**Run 1: met1 routing**

Supply wires on this layer in gray.
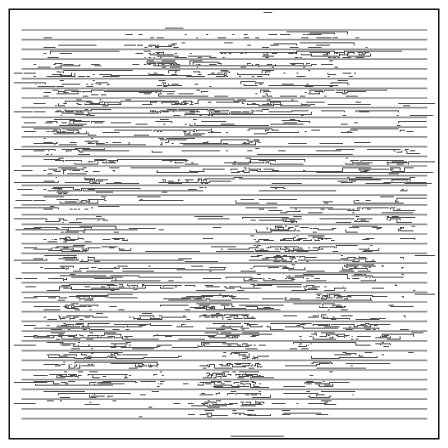
**Run 1: met2 routing**

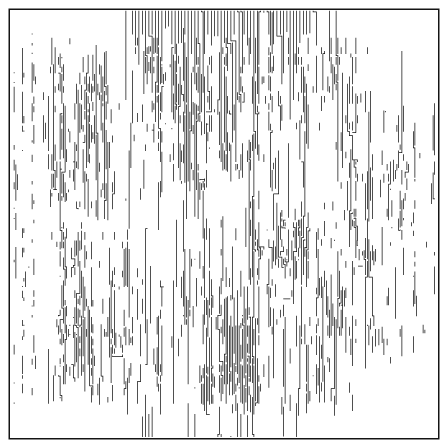
**Run 1: met3 routing**

Scale bar: 20 um.
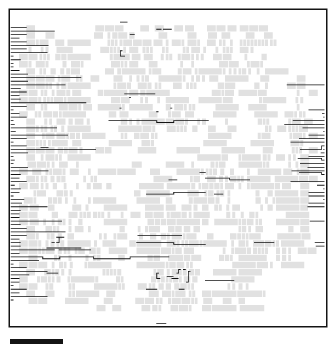
===== config.mk =====
export PLATFORM = sky130hd
export DESIGN_NAME = var_arbiter_flat
export DESIGN_NICKNAME = d
export VERILOG_FILES = /design/src/rtl/var_arbiter_if.sv /design/src/rtl/var_arbiter.sv /design/src/flat_wrapper.sv
export SDC_FILE = /design/constraint.sdc
export NUM_CORES = 1
export LEC_CHECK = 0
export ABC_AREA = 1
export CAP_MARGIN = 5
export CORE_MARGIN = 3
export CORE_UTILIZATION = 31
export CTS_CLUSTER_DIAMETER = 150
export DETAILED_ROUTE_END_ITERATION = 10
export SKIP_LAST_GASP = 1
export SLEW_MARGIN = 20
export SYNTH_ARGS = -nofsm -noshare
export SYNTH_HDL_FRONTEND = slang
export SYNTH_SLANG_ARGS = --single-unit

===== constraint.sdc =====
create_clock -name clk_i -period 2.05 [get_ports clk_i]
set_input_delay 0.41 -clock clk_i [delete_from_list [all_inputs] [get_ports clk_i]]
set_output_delay 0.41 -clock clk_i [all_outputs]
set_load 0.01 [all_outputs]

===== src/rtl/var_arbiter_if.sv =====
// Bundle between var_arbiter and its requesters plus the attached self-timed var register.
//   slave  : the arbiter side (takes requests and fin lines, drives var controls and status)
//   master : the requester / var side
// Signals:
//   reqValid/reqData/reqDone  per-port write request, packed data, completion pulse
//   clrReq/clrDone            clear-to-initial-value request and completion pulse
//   varSaveReq/varRstReq      request lines to the var register
//   varDataIn                 registered data bus to the var register
//   varSaveFin/varRstFin      asynchronous completion levels from the var register
//   grantIdx/busy             last granted write port, sequencer-active flag
//   errPulse/errFlag          timeout pulse and sticky timeout flag
interface var_arbiter_if #(
  parameter int unsigned Width    = 32,
  parameter int unsigned NumPorts = 4
) ();
  localparam int unsigned IdxW = (NumPorts > 1) ? $clog2(NumPorts) : 1;

  logic [NumPorts-1:0]       reqValid;
  logic [NumPorts*Width-1:0] reqData;
  logic [NumPorts-1:0]       reqDone;
  logic                      clrReq;
  logic                      clrDone;
  logic                      varSaveReq;
  logic                      varRstReq;
  logic [Width-1:0]          varDataIn;
  logic                      varSaveFin;
  logic                      varRstFin;
  logic [IdxW-1:0]           grantIdx;
  logic                      busy;
  logic                      errPulse;
  logic                      errFlag;

  modport slave (
    input  reqValid, reqData, clrReq, varSaveFin, varRstFin,
    output reqDone, clrDone, varSaveReq, varRstReq, varDataIn, grantIdx, busy, errPulse,
           errFlag
  );

  modport master (
    output reqValid, reqData, clrReq, varSaveFin, varRstFin,
    input  reqDone, clrDone, varSaveReq, varRstReq, varDataIn, grantIdx, busy, errPulse,
           errFlag
  );
endinterface


===== src/rtl/var_arbiter.sv =====
// Round-robin arbiter/sequencer sharing one self-timed var register among NumPorts writers
// and one clear requester. Drives saveReq/rstReq with a minimum settle time, waits for the
// synchronized fin level, pulses per-requester completion and flags timeouts.
// Ports:
//   clk_i   rising-edge clock
//   rst_i   asynchronous active-high reset
//   bus_io  var_arbiter_if slave modport (requests, var control, status)
module var_arbiter #(
  parameter int unsigned Width         = 32,
  parameter int unsigned NumPorts      = 4,
  parameter int unsigned SettleCycles  = 4,
  parameter int unsigned RecoverCycles = 2,
  parameter int unsigned TimeoutCycles = 64
) (
  input logic           clk_i,
  input logic           rst_i,
  var_arbiter_if.slave  bus_io
);
  localparam int unsigned IdxW   = (NumPorts > 1) ? $clog2(NumPorts) : 1;
  localparam int unsigned CntMax = (TimeoutCycles > RecoverCycles) ? TimeoutCycles
                                                                   : RecoverCycles;
  localparam int unsigned CntW   = $clog2(CntMax + 1);

  typedef enum logic [1:0] {StIdle, StSetup, StAssert, StRelease} state_e;
  typedef enum logic {OpWr, OpClr} op_e;

  state_e              state_q, state_d;
  op_e                 op_q, op_d;
  logic [CntW-1:0]     cnt_q, cnt_d;
  logic [IdxW-1:0]     rr_ptr_q, rr_ptr_d;
  logic [IdxW-1:0]     grant_q, grant_d;
  logic [Width-1:0]    data_q, data_d;
  logic                save_req_q, save_req_d;
  logic                rst_req_q, rst_req_d;
  logic [NumPorts-1:0] req_done_q, req_done_d;
  logic                clr_done_q, clr_done_d;
  logic                err_pulse_q, err_pulse_d;
  logic                err_flag_q, err_flag_d;
  logic [1:0]          fin_sync_q, rfin_sync_q;
  logic                fin_s, rfin_s;

  // Fin levels are asynchronous; only their high level is trusted, so reset to 1.
  always_ff @(posedge clk_i or posedge rst_i) begin
    if (rst_i) begin
      fin_sync_q  <= 2'b11;
      rfin_sync_q <= 2'b11;
    end else begin
      fin_sync_q  <= {fin_sync_q[0], bus_io.varSaveFin};
      rfin_sync_q <= {rfin_sync_q[0], bus_io.varRstFin};
    end
  end

  assign fin_s  = fin_sync_q[1];
  assign rfin_s = rfin_sync_q[1];

  logic [Width-1:0] port_data [NumPorts];
  for (genvar g = 0; g < NumPorts; g++) begin : g_unpack
    assign port_data[g] = bus_io.reqData[g*Width +: Width];
  end

  // First valid port at or after rr_ptr_q, wrapping upward.
  logic [IdxW-1:0] pick;
  logic            pick_valid;
  always_comb begin
    int unsigned idx;
    idx        = 0;
    pick       = '0;
    pick_valid = 1'b0;
    for (int unsigned i = 0; i < NumPorts; i++) begin
      idx = 32'(rr_ptr_q) + i;
      if (idx >= NumPorts) idx = idx - NumPorts;
      if (!pick_valid && bus_io.reqValid[IdxW'(idx)]) begin
        pick_valid = 1'b1;
        pick       = IdxW'(idx);
      end
    end
  end

  // Clear has strict priority: a pending clear blocks writes even while its fin is low.
  logic start_clr, start_wr, launch, op_fin;
  assign start_clr = bus_io.clrReq && rfin_s;
  assign start_wr  = !bus_io.clrReq && pick_valid && fin_s;
  assign op_fin    = (op_q == OpWr) ? fin_s : rfin_s;

  always_comb begin
    state_d     = state_q;
    op_d        = op_q;
    cnt_d       = cnt_q;
    rr_ptr_d    = rr_ptr_q;
    grant_d     = grant_q;
    data_d      = data_q;
    save_req_d  = save_req_q;
    rst_req_d   = rst_req_q;
    req_done_d  = '0;
    clr_done_d  = 1'b0;
    err_pulse_d = 1'b0;
    err_flag_d  = err_flag_q;
    launch      = 1'b0;

    case (state_q)
      StIdle: launch = 1'b1;
      StSetup: begin
        state_d = StAssert;
        cnt_d   = '0;
        if (op_q == OpWr) save_req_d = 1'b1;
        else              rst_req_d  = 1'b1;
      end
      StAssert: begin
        if ((cnt_q >= CntW'(SettleCycles - 1) && op_fin) ||
            cnt_q == CntW'(TimeoutCycles - 1)) begin
          state_d    = StRelease;
          cnt_d      = '0;
          save_req_d = 1'b0;
          rst_req_d  = 1'b0;
          if (op_q == OpWr) req_done_d = NumPorts'(1) << grant_q;
          else              clr_done_d = 1'b1;
          // A normal completion on the timeout cycle is not an abort.
          if (!(cnt_q >= CntW'(SettleCycles - 1) && op_fin)) begin
            err_pulse_d = 1'b1;
            err_flag_d  = 1'b1;
          end
        end else begin
          cnt_d = cnt_q + CntW'(1);
        end
      end
      StRelease: begin
        if (cnt_q >= CntW'(RecoverCycles - 1)) begin
          state_d = StIdle;
          launch  = 1'b1;  // back-to-back grant on the edge RELEASE ends
        end else begin
          cnt_d = cnt_q + CntW'(1);
        end
      end
      default: state_d = StIdle;
    endcase

    if (launch) begin
      if (start_clr) begin
        state_d = StSetup;
        op_d    = OpClr;
      end else if (start_wr) begin
        state_d  = StSetup;
        op_d     = OpWr;
        grant_d  = pick;
        data_d   = port_data[pick];
        rr_ptr_d = (32'(pick) == NumPorts - 1) ? '0 : pick + IdxW'(1);
      end
    end
  end

  always_ff @(posedge clk_i or posedge rst_i) begin
    if (rst_i) begin
      state_q     <= StIdle;
      op_q        <= OpWr;
      cnt_q       <= '0;
      rr_ptr_q    <= '0;
      grant_q     <= '0;
      data_q      <= '0;
      save_req_q  <= 1'b0;
      rst_req_q   <= 1'b0;
      req_done_q  <= '0;
      clr_done_q  <= 1'b0;
      err_pulse_q <= 1'b0;
      err_flag_q  <= 1'b0;
    end else begin
      state_q     <= state_d;
      op_q        <= op_d;
      cnt_q       <= cnt_d;
      rr_ptr_q    <= rr_ptr_d;
      grant_q     <= grant_d;
      data_q      <= data_d;
      save_req_q  <= save_req_d;
      rst_req_q   <= rst_req_d;
      req_done_q  <= req_done_d;
      clr_done_q  <= clr_done_d;
      err_pulse_q <= err_pulse_d;
      err_flag_q  <= err_flag_d;
    end
  end

  assign bus_io.reqDone    = req_done_q;
  assign bus_io.clrDone    = clr_done_q;
  assign bus_io.varSaveReq = save_req_q;
  assign bus_io.varRstReq  = rst_req_q;
  assign bus_io.varDataIn  = data_q;
  assign bus_io.grantIdx   = grant_q;
  assign bus_io.busy       = (state_q != StIdle);
  assign bus_io.errPulse   = err_pulse_q;
  assign bus_io.errFlag    = err_flag_q;
endmodule


===== src/flat_wrapper.sv =====
// flat-port wrapper written by rule: the top's interface ports become plain ports
module var_arbiter_flat 
#(
  parameter int unsigned Width         = 32,
  parameter int unsigned NumPorts      = 4,
  parameter int unsigned SettleCycles  = 4,
  parameter int unsigned RecoverCycles = 2,
  parameter int unsigned TimeoutCycles = 64
)
  (clk_i, rst_i, bus_io_reqValid, bus_io_reqData, bus_io_clrReq, bus_io_varSaveFin, bus_io_varRstFin, bus_io_reqDone, bus_io_clrDone, bus_io_varSaveReq, bus_io_varRstReq, bus_io_varDataIn, bus_io_grantIdx, bus_io_busy, bus_io_errPulse, bus_io_errFlag);
  var_arbiter_if #(.Width(Width), .NumPorts(NumPorts)) bus_io_i ();
  input logic clk_i;
  input logic rst_i;
  input wire logic [$bits(bus_io_i.reqValid)-1:0] bus_io_reqValid;
  input wire logic [$bits(bus_io_i.reqData)-1:0] bus_io_reqData;
  input wire logic [$bits(bus_io_i.clrReq)-1:0] bus_io_clrReq;
  input wire logic [$bits(bus_io_i.varSaveFin)-1:0] bus_io_varSaveFin;
  input wire logic [$bits(bus_io_i.varRstFin)-1:0] bus_io_varRstFin;
  output wire logic [$bits(bus_io_i.reqDone)-1:0] bus_io_reqDone;
  output wire logic [$bits(bus_io_i.clrDone)-1:0] bus_io_clrDone;
  output wire logic [$bits(bus_io_i.varSaveReq)-1:0] bus_io_varSaveReq;
  output wire logic [$bits(bus_io_i.varRstReq)-1:0] bus_io_varRstReq;
  output wire logic [$bits(bus_io_i.varDataIn)-1:0] bus_io_varDataIn;
  output wire logic [$bits(bus_io_i.grantIdx)-1:0] bus_io_grantIdx;
  output wire logic [$bits(bus_io_i.busy)-1:0] bus_io_busy;
  output wire logic [$bits(bus_io_i.errPulse)-1:0] bus_io_errPulse;
  output wire logic [$bits(bus_io_i.errFlag)-1:0] bus_io_errFlag;
  assign bus_io_i.reqValid = bus_io_reqValid;
  assign bus_io_i.reqData = bus_io_reqData;
  assign bus_io_i.clrReq = bus_io_clrReq;
  assign bus_io_i.varSaveFin = bus_io_varSaveFin;
  assign bus_io_i.varRstFin = bus_io_varRstFin;
  assign bus_io_reqDone = bus_io_i.reqDone;
  assign bus_io_clrDone = bus_io_i.clrDone;
  assign bus_io_varSaveReq = bus_io_i.varSaveReq;
  assign bus_io_varRstReq = bus_io_i.varRstReq;
  assign bus_io_varDataIn = bus_io_i.varDataIn;
  assign bus_io_grantIdx = bus_io_i.grantIdx;
  assign bus_io_busy = bus_io_i.busy;
  assign bus_io_errPulse = bus_io_i.errPulse;
  assign bus_io_errFlag = bus_io_i.errFlag;
  var_arbiter #(.Width(Width), .NumPorts(NumPorts), .SettleCycles(SettleCycles), .RecoverCycles(RecoverCycles), .TimeoutCycles(TimeoutCycles)) u_core (.clk_i(clk_i), .rst_i(rst_i), .bus_io(bus_io_i));
endmodule

==> flow_summary.ini, run 1 <==
; physical design summary
[run_status]
status = finished with violations
violations = negative setup slack

[final_layout]
n_clock_buffer = 9
area_growth_pct = 76.71
finalNonFillerCells = 1003
seq_area_um2 = 1484
nets = 974
sh_seq_area_pct = 20.90
diodes = 0
comb_share_pct = 33.13
comb.multi_input.count = 441
combGateArea_um2 = 2352
buffer_area_share_pct = 33.50
layout-drive-gt1-share_pct = 17.84
fin_util_pct = 57.43
lay_top_cells = 248 x nand2_1, 179 x clkdlybuf4s50_1, 84 x inv_1
clk_share_pct = 4.600
fillCellCount = 1160
num-nonclk-buffers = 229
top_area_cell_class = non-clock buffers

[clock_network]
clk_latency_ps = 330
clock-sinks = 59
cts_tree = built
cts-root-buf = clkbuf_16
numCtsBuffers = 9
htree_num_levels = 3
cts_hold_buffers = 0
clock_path_buffers = 2

[synthesis]
synthAdderAreaFrac_pct = 2.180
synth_flop_count = 59
ys_cells = 615
yosys.area_share.aoi_pct = 3.581
top_cell = nand2_1
xor_area_share_pct = 0.2180
topCombFamilyByArea = simple AND/OR/NAND/NOR gates
synth-main-ff-cell = dfrtp_1
synthesis.area_um2 = 4018
synth_area_per_cell_um2 = 6.533
yosys-mux-area-fraction_pct = 0
floorplan.nets = 759
enable_flop_cells = 0
topCellsByArea = dfrtp_1 34%, nand2_1 25%, nand3_1 9.6%, inv_1 8.1%, dfstp_2 2.6%
top_area_cell = dfrtp_1
yosysUniqueCellTypes = 34
simple_gate_share_pct = 44.88
synthTopCellsByCount = 266 x nand2_1, 87 x inv_1, 77 x nand3_1
netlist_instances = 615
ys_chip_area_um2 = 4018

[worst_setup_path]
worstReg2RegEnd = u_core.bus_io.varDataIn[10]$_DFFE_PP0P_
reg2reg_from = u_core.rr_ptr_q[0]$_DFFE_PP0P_
cp_slowest_cell = dfrtp_2
cp-end-kind = flop
crit_start = u_core.rr_ptr_q[0]$_DFFE_PP0P_
critPathRequiredTime_ps = 2270
slowest_delay_ps = 480
path_depth = 13
worst-path-buf-inv = 2
start_kind = flop
worstPathCellList = clkinv_4 > nand2_4 > nand2_4 > nand2_2 > nand2_2 > nor2_4 > nand3_2 > nand2_4 > nand2_8 > buf_12 > or2_1 > nand3_1 > nand3_2
crit_path_max_fanout = 34
crit_end = u_core.bus_io.varDataIn[10]$_DFFE_PP0P_

[sta]
setup_slack_ps = -89.56
max-slew-margin-rel_pct = 76.33
hold_viol_final = 0
setup_tns_ps = -907.8
rsz0062_at_grt = yes
hold_slack_ps = 354.3
fin_crit_ps = 2140
drv_slew = 0
setup_viol = 24

[run]
warning_count = 32
maxCapViolations = 0

[placed_design]
placed_area_um2 = 6220
place_congestion = 0.8712
io_buffers = 180
place_inst = 971

[hold_path]
worstHoldStart = u_core.rfin_sync_q[0]$_DFF_PP1_
min_path_type = reg -> reg
hold_end = u_core.rfin_sync_q[1]$_DFF_PP1_

[route]
dr.pass1.iters = 5
drtAntennaViolNets = 0
viasPerCell = 4.579

[power]
clkPwrFrac_pct = 15.5
p_comb_uw = 7150
cellLeakagePower_uw = 0.003536
switching_power_uw = 4857
switching_share_pct = 45.45
vdd_drop_max_uv = 788.5
p_total_uw = 10690
power-top-group = combinational logic
p_per_area_nw_per_um2 = 1505
pg_seq_uw = 1880
p_clk_uw = 1660
power_frac_comb_pct = 66.9

[global_route]
first_global_vias = 4483
grt_util_all_layers_pct = 17.86
antenna_found_initial = 0
grt_max_degree = 35
grt_overflow_total = 0

[die]
dieHeight_um = 119.8
core_um2 = 12360
dieArea_um2 = 14360
io_pins = 181
About 'met1 routing':
The layer holds 41% of the routed length. The wires run mostly horizontal. 859 nets have wire on it. The layer carries 5750 um of wire. The longest straight run is 47.8 um.

About 'met2 routing':
The layer carries 6950 um of wire. The wires run mostly vertical. The layer holds 50% of the routed length. The longest straight run is 47.7 um. 754 nets have wire on it.
Routed WL: 13.93 mm
M2 GR Usage: 30.90%
routed vias: 4593

About 'met3 routing':
The layer holds 7.3% of the routed length. The layer carries 1020 um of wire. 130 nets have wire on it. The wires run mostly horizontal.

## run 1: registers in the layout (all words and copies together) (netlist names)
signal                    cells
u_core.bus_io.varDataIn      32
u_core.cnt_q                  7
u_core.bus_io.reqDone         4
u_core.bus_io.grantIdx        2
u_core.fin_sync_q             2
u_core.rfin_sync_q            2
u_core.rr_ptr_q               2
u_core.state_q                2
u_core.bus_io.clrDone         1
u_core.bus_io.errFlag         1
u_core.bus_io.errPulse        1
u_core.bus_io.varRstReq       1
u_core.bus_io.varSaveReq      1
u_core.op_q                   1
## run 1: metal layers
layer | global-route usage [%] | vias up | routed length, um
li1 | - | 2325 | -
met4 | 5.011 | 0 | 208
met1 | 20.90 | 2083 | 5749
met5 | 0 | - | 0
met3 | 6.362 | 19 | 1016
met2 | 30.90 | 166 | 6952
**Run 1: clock wiring as the flow saved it**

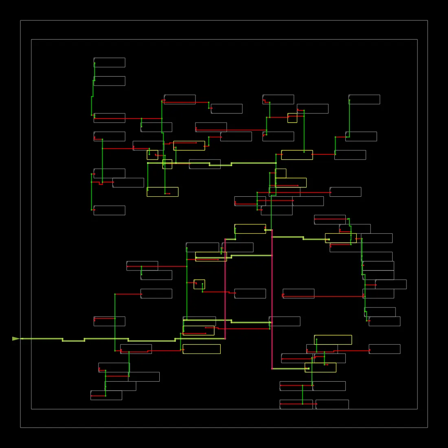

==> run 1 -> run 2 <==
--- a/config.mk
+++ b/config.mk
@@ -7,6 +7,7 @@
 export LEC_CHECK = 0
 export ABC_AREA = 1
 export CAP_MARGIN = 5
+export CORE_ASPECT_RATIO = 1.5
 export CORE_MARGIN = 3
 export CORE_UTILIZATION = 31
 export CTS_CLUSTER_DIAMETER = 150
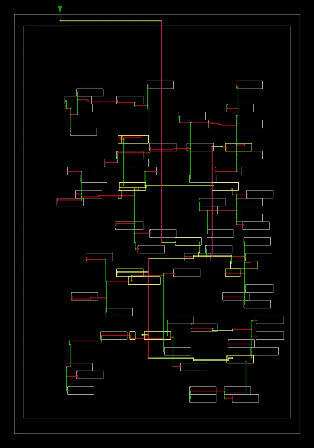
**Above:** run 2 (clock wiring as the flow saved it).
flip-flops: 59
TritonCTS Buffers: 9

==> run 2 against run 1 <==
The flow still finishes with violations (negative setup slack). Flip-flop count did not move. Sequential power barely moved. Global-route usage rose by 1.2 points. Sequential share of layout area rose by 0.33 points. Hold slack improved by 4.6 ps. Cell area fell by 1.6%. Critical path type unchanged. Highest routed layer is now met5.
==> flow_summary.ini, run 2 <==
; physical design summary
[run_status]
status = finished with violations
violations = negative setup slack

[worst_setup_path]
worstReg2RegEnd = u_core.bus_io.varDataIn[3]$_DFFE_PP0P_
worstPathCellList = buf_6 > buf_6 > nand2_2 > nand2_4 > o21ai_4 > nand3b_1 > nand3_4 > nor2_4 > clkbuf_16 > nand3_2 > nand3_2
crit_start = u_core.rr_ptr_q[0]$_DFFE_PP0P_
crit_end = u_core.bus_io.varDataIn[3]$_DFFE_PP0P_
slowest_delay_ps = 420
start_kind = flop
worstPathArrival_ps = 2360
path_class = reg -> reg
cp_slowest_cell = dfrtp_1
critPathRequiredTime_ps = 2320
crit_path_max_fanout = 6
cp-end-kind = flop
reg2reg_from = u_core.rr_ptr_q[0]$_DFFE_PP0P_

[synthesis]
floorplan.nets = 759
synthAdderAreaFrac_pct = 2.180
simple_gate_share_pct = 44.88
synthArstFlopShare_pct = 100.0
synthTopCellsByCount = 266 x nand2_1, 87 x inv_1, 77 x nand3_1
topCellsByArea = dfrtp_1 34%, nand2_1 25%, nand3_1 9.6%, inv_1 8.1%, dfstp_2 2.6%
yosys-mux-area-fraction_pct = 0
yosysUniqueCellTypes = 34
synthesis.area_um2 = 4018
synth_area_per_cell_um2 = 6.533
synth-main-ff-cell = dfrtp_1
postSynthSeqShare_pct = 36.87
top_area_cell = dfrtp_1
topCombFamilyByArea = simple AND/OR/NAND/NOR gates
netlist_instances = 615
yosys.area_share.aoi_pct = 3.581
top_cell = nand2_1
synth_flop_count = 59
xor_area_share_pct = 0.2180
ys_chip_area_um2 = 4018
ys_cells = 615
enable_flop_cells = 0

[power]
power_frac_comb_pct = 68.6
p_clk_uw = 1500
switching_share_pct = 45.04
switching_power_uw = 4836
p_per_area_nw_per_um2 = 1538
cellLeakagePower_uw = 0.003470
pg_seq_uw = 1870
p_int_uw = 5902
p_comb_uw = 7370
clkPwrFrac_pct = 13.9
vdd_drop_max_uv = 856.2
p_total_uw = 10740
power-top-group = combinational logic

[route]
route.met3.wl_um = 774
wl_met1_mm = 5.442
wl_met2_mm = 8.192
drt_iter0_markers = 148
top_layer_used = met5
wl_per_cell_um = 14.86
dr.pass1.iters = 4
viasPerCell = 4.693
drtAntennaViolNets = 0

[final_layout]
area_growth_pct = 73.81
combGateArea_um2 = 2307
nets = 969
layout-drive-gt1-share_pct = 15.66
lay_top_count = nand2_1
fillCellCount = 1184
diodes = 0
fin_util_pct = 55.53
seq_area_um2 = 1483
lay_top_cells = 251 x nand2_1, 180 x clkdlybuf4s50_1, 82 x inv_1
largest_register_ffs = 32

[sta]
rsz0062_at_grt = yes
max_freq_mhz = 478.7
fin_crit_ps = 2089
setup_slack_ps = -39.19
setup_viol = 12
hold_slack_ps = 358.9
tightest_slew_ps = 485.3
hold_viol_final = 0
setup_tns_ps = -269.9
drv_slew = 0
max-slew-margin-rel_pct = 67.60
finalCritPeriodShare_pct = 101.9

[global_route]
grtUsageMet3_pct = 4.317
antenna_found_initial = 1
busiest_layer = met2
met1_usage_pct = 20.64
met2_usage_pct = 36.37
grt_overflow_total = 0
grt_pass1_wl_mm = 22.22
grt_max_degree = 49
grt_util_all_layers_pct = 19.10
first_global_vias = 4592

[placed_design]
dpl.hpwl_mm = 10.63
place_congestion = 0.9099
io_buffers = 180

[run]
warning_count = 31
maxCapViolations = 0

[clock_network]
cts-root-buf = clkbuf_16
path_clk_slew_ps = 60
htree_num_levels = 3
cts_setup_buffers = 0
cts_hold_buffers = 0
clock_path_buffers = 2
clock-sinks = 59
cts_tree = built
clk_latency_ps = 330

[die]
core_um2 = 12570
core.rowCount = 50
io_pins = 181
dieArea_um2 = 14390
dieHeight_um = 145.4

[hold_path]
worstHoldStart = u_core.fin_sync_q[0]$_DFF_PP1_
hold_end = u_core.fin_sync_q[1]$_DFF_PP1_
min_path_type = reg -> reg
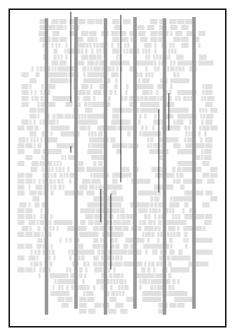
**Above:** run 2 (met4 routing).
Supply wires on this layer in gray.
The longest straight run is 76.8 um. The layer carries 226 um of wire. 6 nets have wire on it. The layer holds 1.5% of the routed length.
routed vias: 4627
Routed WL: 14.65 mm

[run 2: area by class of cell]
class	count	share of cell area (%)
Sequential cell	59	21.23
Tap cell	156	2.795
Clock inverter	3	0.5734
Clock buffer	13	3.584
Timing Repair Buffer	225	33.86
Multi-Input combinational cell	440	33.04
Inverter	90	4.910
[run 2: through the flow]
stage	worst slack, ps	std cells	cell area (um2)
after floorplan	97.89	615	4018
after global placement	-254.3	952	6152
after detailed placement	-278.5	952	6152
after CTS	6.212	968	6455
after global routing	-144.4	986	6983
final	-39.19	986	6983
[run 2: critical path: cells and delay by family (launching register included)]
family / cells / cell delay (ps)
AND-OR/OR-AND: 1 / 180
buffers and inverters: 3 / 510
flip-flops: 1 / 420
AND/OR/NAND/NOR: 7 / 920
No activity file was given, so power comes from the tool's default toggle rates.
